--- src/rtl/axi_rt_resp_meter.sv ---
// ---------------------------------------------------------------------------
// axi_rt_resp_meter
//
// Passive response-side monitor for an AXI4 manager port. It watches the
// request/response structs without driving them. It tracks outstanding
// writes and reads, counts read-data bytes per metering period, and raises
// sticky flags when a response stalls longer than a programmable timeout.
//
// Ports:
//   clk_i            clock
//   rst_ni           asynchronous active-low reset
//   mon_req_i        observed AXI request struct (valids of AW/AR, readies of B/R)
//   mon_resp_i       observed AXI response struct (readies of AW/AR, valids of B/R, R.last)
//   enable_i         enables the period FSM and the timeout counters
//   clear_i          synchronous clear of sticky flags, byte counters, period
//   period_i         metering period in cycles (0 = no snapshots)
//   timeout_i        stall limit in cycles (0 = timeout disabled)
//   w_outstanding_o  AW accepted, B not yet accepted
//   r_outstanding_o  AR accepted, last R not yet accepted
//   r_bytes_cur_o    read bytes in the current period (saturating)
//   r_bytes_o        read bytes of the last completed period
//   period_left_o    cycles left in the current period
//   w_timeout_o      sticky write-response timeout
//   r_timeout_o      sticky read-response timeout
//   protocol_error_o sticky over/underflow of the outstanding counters
// ---------------------------------------------------------------------------

package axi_rt_resp_meter_pkg;

  // Only the fields the monitor looks at are carried in the default structs.
  typedef struct packed {
    logic aw_valid;
    logic b_ready;
    logic ar_valid;
    logic r_ready;
  } req_t;

  typedef struct packed {
    logic last;
  } r_chan_t;

  typedef struct packed {
    logic    aw_ready;
    logic    b_valid;
    logic    ar_ready;
    logic    r_valid;
    r_chan_t r;
  } resp_t;

endpackage

module axi_rt_resp_meter #(
  parameter int unsigned DataWidth    = 64,
  parameter int unsigned NumPending   = 4,
  parameter int unsigned PeriodWidth  = 16,
  parameter int unsigned TimeoutWidth = 16,
  parameter int unsigned BytesWidth   = 32,
  parameter type axi_req_t  = axi_rt_resp_meter_pkg::req_t,
  parameter type axi_resp_t = axi_rt_resp_meter_pkg::resp_t,
  localparam int unsigned OutWidth = ((NumPending + 1) > 1) ? $clog2(NumPending + 1) : 1
) (
  input  logic                    clk_i,
  input  logic                    rst_ni,
  input  axi_req_t                mon_req_i,
  input  axi_resp_t               mon_resp_i,
  input  logic                    enable_i,
  input  logic                    clear_i,
  input  logic [PeriodWidth-1:0]  period_i,
  input  logic [TimeoutWidth-1:0] timeout_i,
  output logic [OutWidth-1:0]     w_outstanding_o,
  output logic [OutWidth-1:0]     r_outstanding_o,
  output logic [BytesWidth-1:0]   r_bytes_cur_o,
  output logic [BytesWidth-1:0]   r_bytes_o,
  output logic [PeriodWidth-1:0]  period_left_o,
  output logic                    w_timeout_o,
  output logic                    r_timeout_o,
  output logic                    protocol_error_o
);

  localparam logic [OutWidth-1:0]   MaxPending = OutWidth'(NumPending);
  localparam logic [BytesWidth-1:0] BeatBytes  = BytesWidth'(DataWidth / 8);

  typedef enum logic {
    IDLE = 1'b0,
    RUN  = 1'b1
  } state_e;

  logic awHs, bHs, arHs, rbHs, rlHs;

  state_e                  state_q, state_d;
  logic [OutWidth-1:0]     wCnt_q, wCnt_d;
  logic [OutWidth-1:0]     rCnt_q, rCnt_d;
  logic [BytesWidth-1:0]   rBytesCur_q, rBytesCur_d;
  logic [BytesWidth-1:0]   rBytes_q, rBytes_d;
  logic [PeriodWidth-1:0]  periodLeft_q, periodLeft_d;
  logic [TimeoutWidth-1:0] wTcnt_q, wTcnt_d;
  logic [TimeoutWidth-1:0] rTcnt_q, rTcnt_d;
  logic                    wFlag_q, wFlag_d;
  logic                    rFlag_q, rFlag_d;
  logic                    perr_q, perr_d;

  logic                    wErr, rErr;
  logic [BytesWidth:0]     bytesSum;
  logic [BytesWidth-1:0]   bytesSat;
  logic                    timeoutOn;
  logic                    wStall, rStall;

  assign awHs = mon_req_i.aw_valid & mon_resp_i.aw_ready;
  assign bHs  = mon_resp_i.b_valid & mon_req_i.b_ready;
  assign arHs = mon_req_i.ar_valid & mon_resp_i.ar_ready;
  assign rbHs = mon_resp_i.r_valid & mon_req_i.r_ready;
  assign rlHs = rbHs & mon_resp_i.r.last;

  // Outstanding counters: a simultaneous +1/-1 cancels; a step past either
  // end is refused and reported as a protocol error.
  always_comb begin
    wCnt_d = wCnt_q;
    wErr   = 1'b0;
    if (awHs && !bHs) begin
      if (wCnt_q == MaxPending) wErr = 1'b1;
      else                      wCnt_d = wCnt_q + OutWidth'(1);
    end else if (bHs && !awHs) begin
      if (wCnt_q == '0) wErr = 1'b1;
      else              wCnt_d = wCnt_q - OutWidth'(1);
    end
  end

  always_comb begin
    rCnt_d = rCnt_q;
    rErr   = 1'b0;
    if (arHs && !rlHs) begin
      if (rCnt_q == MaxPending) rErr = 1'b1;
      else                      rCnt_d = rCnt_q + OutWidth'(1);
    end else if (rlHs && !arHs) begin
      if (rCnt_q == '0) rErr = 1'b1;
      else              rCnt_d = rCnt_q - OutWidth'(1);
    end
  end

  // Saturating byte accumulation; the extra MSB catches the carry out.
  always_comb begin
    bytesSum = {1'b0, rBytesCur_q} + (rbHs ? {1'b0, BeatBytes} : '0);
    bytesSat = bytesSum[BytesWidth] ? '1 : bytesSum[BytesWidth-1:0];
  end

  // Period FSM. On the last cycle of a period the snapshot includes any
  // beat of that same cycle, and the current counter restarts from zero.
  always_comb begin
    state_d      = state_q;
    periodLeft_d = periodLeft_q;
    rBytesCur_d  = bytesSat;
    rBytes_d     = rBytes_q;
    case (state_q)
      IDLE: begin
        periodLeft_d = '0;
        if (enable_i && (period_i != '0)) begin
          state_d      = RUN;
          periodLeft_d = period_i;
        end
      end
      RUN: begin
        if (!enable_i) begin
          state_d      = IDLE;
          periodLeft_d = '0;
        end else if (periodLeft_q == PeriodWidth'(1)) begin
          rBytes_d    = bytesSat;
          rBytesCur_d = '0;
          if (period_i == '0) begin
            state_d      = IDLE;
            periodLeft_d = '0;
          end else begin
            periodLeft_d = period_i;
          end
        end else begin
          periodLeft_d = periodLeft_q - PeriodWidth'(1);
        end
      end
      default: begin
        state_d      = IDLE;
        periodLeft_d = '0;
      end
    endcase
    if (clear_i) begin
      state_d      = IDLE;
      periodLeft_d = '0;
      rBytesCur_d  = '0;
      rBytes_d     = '0;
    end
  end

  // Stall counters run only while something is outstanding and no progress
  // is seen; any R beat counts as read progress. The flag is set from the
  // registered count, so it rises one cycle after the limit is reached.
  always_comb begin
    timeoutOn = enable_i && (timeout_i != '0);
    wStall    = timeoutOn && (wCnt_q != '0) && !bHs;
    rStall    = timeoutOn && (rCnt_q != '0) && !rbHs;

    wTcnt_d = '0;
    if (wStall) wTcnt_d = (wTcnt_q < timeout_i) ? wTcnt_q + TimeoutWidth'(1) : wTcnt_q;
    rTcnt_d = '0;
    if (rStall) rTcnt_d = (rTcnt_q < timeout_i) ? rTcnt_q + TimeoutWidth'(1) : rTcnt_q;

    wFlag_d = wFlag_q | ((timeout_i != '0) && (wTcnt_q >= timeout_i));
    rFlag_d = rFlag_q | ((timeout_i != '0) && (rTcnt_q >= timeout_i));
    perr_d  = perr_q | wErr | rErr;

    if (clear_i) begin
      wTcnt_d = '0;
      rTcnt_d = '0;
      wFlag_d = 1'b0;
      rFlag_d = 1'b0;
      perr_d  = 1'b0;
    end
  end

  always_ff @(posedge clk_i or negedge rst_ni) begin
    if (!rst_ni) begin
      state_q      <= IDLE;
      wCnt_q       <= '0;
      rCnt_q       <= '0;
      rBytesCur_q  <= '0;
      rBytes_q     <= '0;
      periodLeft_q <= '0;
      wTcnt_q      <= '0;
      rTcnt_q      <= '0;
      wFlag_q      <= 1'b0;
      rFlag_q      <= 1'b0;
      perr_q       <= 1'b0;
    end else begin
      state_q      <= state_d;
      wCnt_q       <= wCnt_d;
      rCnt_q       <= rCnt_d;
      rBytesCur_q  <= rBytesCur_d;
      rBytes_q     <= rBytes_d;
      periodLeft_q <= periodLeft_d;
      wTcnt_q      <= wTcnt_d;
      rTcnt_q      <= rTcnt_d;
      wFlag_q      <= wFlag_d;
      rFlag_q      <= rFlag_d;
      perr_q       <= perr_d;
    end
  end

  assign w_outstanding_o  = wCnt_q;
  assign r_outstanding_o  = rCnt_q;
  assign r_bytes_cur_o    = rBytesCur_q;
  assign r_bytes_o        = rBytes_q;
  assign period_left_o    = periodLeft_q;
  assign w_timeout_o      = wFlag_q;
  assign r_timeout_o      = rFlag_q;
  assign protocol_error_o = perr_q;

endmodule

--- config.mk ---
export PLATFORM = sky130hd
export DESIGN_NAME = axi_rt_resp_meter
export DESIGN_NICKNAME = d
export VERILOG_FILES = /design/src/rtl/axi_rt_resp_meter.sv
export SDC_FILE = /design/constraint.sdc
export NUM_CORES = 1
export LEC_CHECK = 0
export ABC_AREA = 1
export CAP_MARGIN = 20
export CORE_MARGIN = 3
export CORE_UTILIZATION = 50
export CTS_BUF_LIST = sky130_fd_sc_hd__clkbuf_4
export DETAILED_ROUTE_END_ITERATION = 7
export PLACE_DENSITY = 0.82
export SETUP_SLACK_MARGIN = 0.02
export SYNTH_ARGS = -nofsm -noshare
export SYNTH_HDL_FRONTEND = slang
export SYNTH_SLANG_ARGS = --single-unit
--- constraint.sdc ---
create_clock -name clk_i -period 3.58 [get_ports clk_i]
set_input_delay 0.716 -clock clk_i [delete_from_list [all_inputs] [get_ports clk_i]]
set_output_delay 0.716 -clock clk_i [all_outputs]
set_load 0.02 [all_outputs]
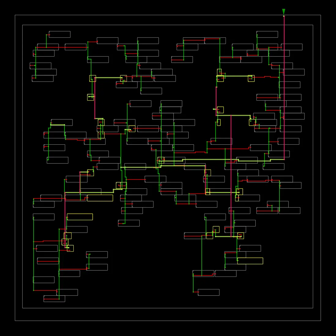
*Clock routing, run 1*
clk_lat worst skew: 0.55 ns
CTS Buf Count: 17
flip-flops: 122
Setup Skew: 0.02148 ns
layout clock buffer count: 19

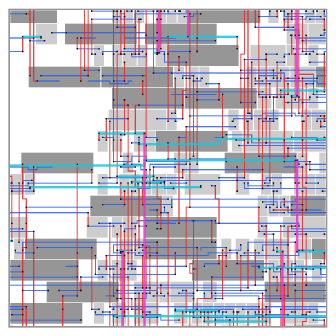
*Zoomed window, run 1*
Region (46, 46) to (86, 86) um. Cells in grey, sequential cells in the stronger grey; small squares are vias.
- cyan: metal 3
- magenta: metal 4
- blue: metal 1
- red: metal 2
- cells with their middle in the window: 127
- netlist names of flops here include: r_bytes_cur_o (6), r_bytes_o (6), rTcnt_q (5)
- sequential cells in the window: 21
- most frequent: nand2_1 (42), dfrtp_1 (21), inv_1 (16)

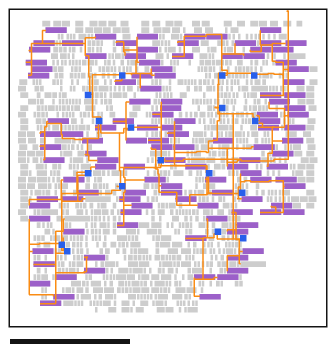
*Clock distribution, run 1*
The bar under the picture is 50 um long.
- orange: clock wires (length 1540 um)
- blue: clock drivers (count 17)
- purple: flip-flops (count 122)
- routed clock nets: 18
- flops lie: spread over the die

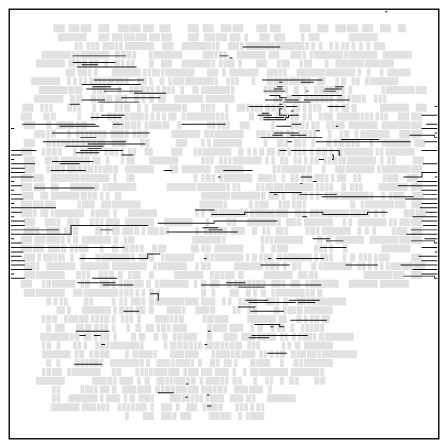
*Met3 routing, run 1*
- share of all routed wire: 7.2%
- wire length on this layer: 1530 um
- longest straight run: 36.8 um
- main direction: horizontal
- nets with wire on the layer: 163

==> impl_metrics.env, run 1 <==
# yosys + openroad results
export IMPL_chipArea_mm2=0.01746
export IMPL_die_h_um=132.1
export IMPL_worst_setup_path_start_kind="flop"
export IMPL_antenna_left=0
export IMPL_fp_util_pct=51.76
export IMPL_dp_final_hpwl_um=16260
export IMPL_n_all_buffers=145
export IMPL_synth_adder_area_share_pct=7.108
export IMPL_fin_total_pwr_w=0.003127
export IMPL_cp_top_family="buffers and inverters"
export IMPL_die_x_um=132.1
export IMPL_synth_warnings=0
export IMPL_drt_total_wl_um=21260
export IMPL_nonClkBufAreaFrac_pct=14.86
export IMPL_post_cts_buffers=0
export IMPL_grt_pass1_vias=7466
export IMPL_critical_path_depth=1
export IMPL_cts_hold_buf=0
export IMPL_diodes=3
export IMPL_ys_sh_simple_pct=37.13
export IMPL_rsz0062_at_grt="false"
export IMPL_ys_sh_mux_pct=0.2831
export IMPL_arrival_ns=1.82
export IMPL_powerDensity_mw_per_mm2=319.0
export IMPL_async_flop_share_pct=100.0
export IMPL_ys_area_mm2=0.007956
export IMPL_status="completed"
run 1: through the flow:
step	hold WS, ns	setup slack, ns
6_report	0.06722	1.046
5_1_grt	0.05925	0.9744
4_1_cts	0.05166	1.050
3_5_place_dp	0.4655	0.5806
3_3_place_gp	0.4626	0.6409
2_1_floorplan	0.4204	1.354
run 1: per-layer routing:
| metal | routed length (um) | up-vias | global-route usage (%) |
|---|---|---|---|
| met5 | 0 | - | 0 |
| met4 | 541 | 0 | 8.985 |
| met3 | 1526 | 47 | 4.733 |
| met2 | 9839 | 323 | 39.94 |
| met1 | 9356 | 3617 | 34.24 |
| li1 | - | 3833 | - |
run 1: power breakdown:
group          switching [W]  internal [W]  total [W]  leakage, nW
logic               0.000373      0.000271   0.000644         3.16
clock network       0.000495      0.000481   0.000976        0.149
registers          0.0000735       0.00143    0.00151         1.68
==> run 2: changes to the inputs <==
Clock period 3.58 ns to 2.55 ns, I/O delays scaled along.
==> run 2 against run 1 <==
Net effect:
- sequential power is about 40% higher
- combinational power is 42% higher
- final cell count is 1.2% higher
- first-iteration DRC count is 9.0% lower
- global-route usage is 0.81 points lower
- clock skew is 0.0063 ns higher
- setup slack worse by 0.76 ns
- largest cell class unchanged
- largest power group unchanged
==> impl_metrics.env, run 2 <==
# yosys + openroad results
export IMPL_use_met1_pct=33.06
export IMPL_max_stage_delay_ns=0.68
export IMPL_fin_total_pwr_w=0.004363
export IMPL_n_all_buffers=162
export IMPL_critical_path_depth=1
export IMPL_clock_buffers=19
export IMPL_ys_area_mm2=0.007956
export IMPL_met2WireLength_um=9736
export IMPL_routed_wl_met3_um=1120
export IMPL_m1WireLength_um=9649
export IMPL_nonClkBufAreaFrac_pct=16.09
export IMPL_grt_met3_usage_pct=4.656
export IMPL_status="completed"
export IMPL_drt_total_wl_um=21010
export IMPL_final_setup_worst_slack_ns=0.2834
export IMPL_synth_warnings=0
export IMPL_worst_setup_path_start_kind="flop"
export IMPL_cp_top_family="buffers and inverters"
export IMPL_dp_final_hpwl_um=16000
export IMPL_diodes=1
export IMPL_top_usage_layer="met2"
export IMPL_arrival_ns=1.76
export IMPL_final_setup_skew_ns=0.02782
export IMPL_areaGrowthSynthToFinish_pct=24.91
export IMPL_die_h_um=132.1
export IMPL_grtUsageMet2_pct=38.68
export IMPL_place_inst=1462
export IMPL_fin_hold_ws_ns=0.4873
export IMPL_async_flop_share_pct=100.0
export IMPL_fp_util_pct=51.76
export IMPL_routed_top_layer="met4"
export IMPL_drc=0
export IMPL_clk_latency_ns=0.55
export IMPL_chipArea_mm2=0.01746
[run 2: cell counts after synthesis]
Identical to the previous run, type by type.
[run 2: cells by family after synthesis]
logic type / share of synthesized area [%]
AOI/OAI and AO/OA: 4.340
xor gates and xnor gates: 5.174
buffers and inverters: 7.595
muxes: 0.2830
and+or+nand+nor: 37.13
DFF: 38.37
adders and majority gates: 7.108
[run 2: repair_timing]
action	in CTS	in global routing
setup buffers	0	0
endpoints found under the setup margin	0	0
hold buffers	1	0
hold endpoints to repair	85	0
gates resized	0	0
[run 2: power breakdown]
group | switching, W | internal, W | total [W] | leakage (nW)
sequential | 0.000105 | 0.00201 | 0.00212 | 1.68
combinational | 0.000523 | 0.000391 | 0.000914 | 3.25
clock | 0.000741 | 0.000590 | 0.00133 | 0.133
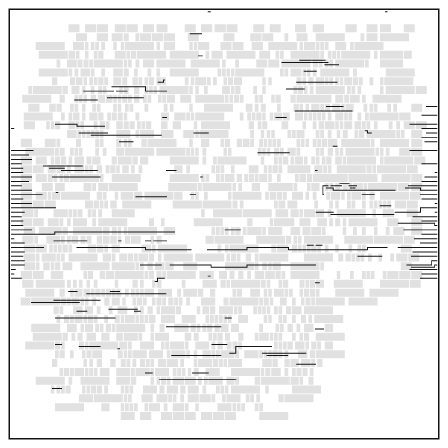
*Met3 routing, run 2*
- main direction: horizontal
- share of all routed wire: 5.3%

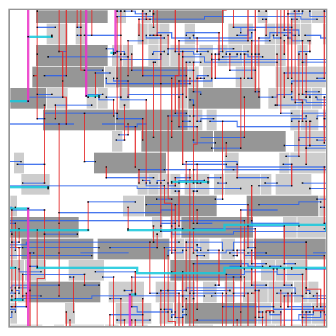
*Zoomed window, run 2*
Region (46, 46) to (86, 86) um. Cells in grey, sequential cells in the stronger grey; small squares are vias.
- cyan: metal 3
- blue: metal 1
- magenta: metal 4
- red: metal 2
- most frequent: nand2_1 (39), dfrtp_1 (22), nand3_1 (16)
- sequential cells in the window: 22
- cells with their middle in the window: 125
- netlist names of flops here include: r_bytes_cur_o (8), r_bytes_o (7), rTcnt_q (3)

### Clock routing, run 2

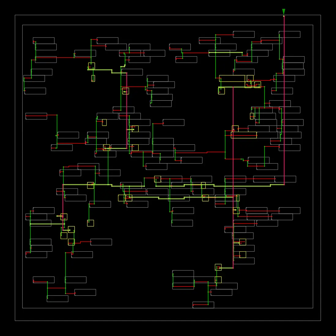

==> run 3: changes to the inputs <==
Settings changed: CELL_PAD_IN_SITES_DETAIL_PLACEMENT from default to 0, CELL_PAD_IN_SITES_GLOBAL_PLACEMENT from default to 1, CORE_UTILIZATION 50 to 40.
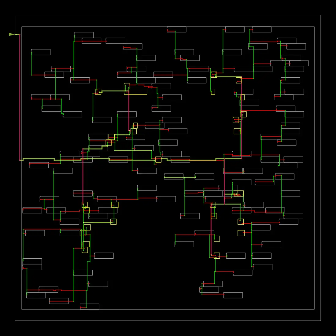
*Clock routing, run 3*
clk_lat worst skew: 0.56 ns
CTS Sinks: 122
P_clk: 0.00132 W
Setup Skew: 0.02658 ns

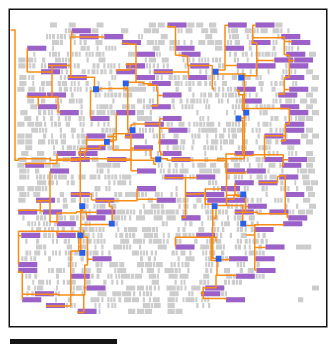
*Clock distribution, run 3*
The bar under the picture is 50 um long.
- blue: clock drivers (count 17)
- orange: clock wires (length 1880 um)
- purple: flip-flops (count 122)
- routed clock nets: 18

==> run 3 against run 2 <==
Net effect:
- sequential share of layout area fell by 0.31 points
- global-route usage down 3.0 points
- die size up 24%
- synthesized area is the same
- critical path depth unchanged
- critical endpoint unchanged
- largest cell class unchanged
- highest routed layer unchanged
- first-iteration DRC count shrank 26%
==> impl_metrics.env, run 3 <==
# yosys + openroad results
export IMPL_status="completed"
export IMPL_topCombFamilyByArea="simple AND/OR/NAND/NOR gates"
export IMPL_m1WireLength_um=10980
export IMPL_synthXorXnorAreaFrac_pct=5.174
export IMPL_post_cts_buffers=0
export IMPL_cts_buffers_inserted=17
export IMPL_fp_util_pct=41.56
export IMPL_grt_met3_usage_pct=3.948
export IMPL_cts_hold_buf=1
export IMPL_fin_hold_ws_ns=0.4891
export IMPL_async_flop_share_pct=100.0
export IMPL_max_stage_delay_ns=0.69
export IMPL_ys_sh_mux_pct=0.2831
export IMPL_cts_resized=0
export IMPL_routed_top_layer="met4"
export IMPL_fin_total_pwr_w=0.004357
export IMPL_die_x_um=147.0
export IMPL_met2WireLength_um=9904
export IMPL_rsz0062_at_grt="false"
export IMPL_dp_final_hpwl_um=16840
run 3: cell counts after synthesis:
Identical to the previous run, type by type.
run 3: area by class of cell:
class	count	area [um^2]
Sequential cell	122	3053
Antenna cell	2	5.005
Clock inverter	14	123.9
Timing Repair Buffer	171	1654
Tap cell	260	325.3
Fill cell	1933	9105
Clock buffer	17	127.6
Multi-Input combinational cell	848	4299
Inverter	120	450.4
run 3: kinds of logic (layout without fill, tap and decap cells):
kind of cell               after synthesis  after routing
and+or+nand+nor                        693            693
AOI/OAI and AO/OA                       62             62
adders and majority gates               44             44
buffers and inverters                  147            322
DFF                                    122            122
other                                    0              2
muxes                                    2              2
xor gates and xnor gates                47             47
run 3: where the power goes:
group	switching, W	internal [W]
logic	0.000537	0.000395
clock network	0.000836	0.000480
registers	0.0000958	0.00201
Power is estimated from default activity; no workload was simulated.
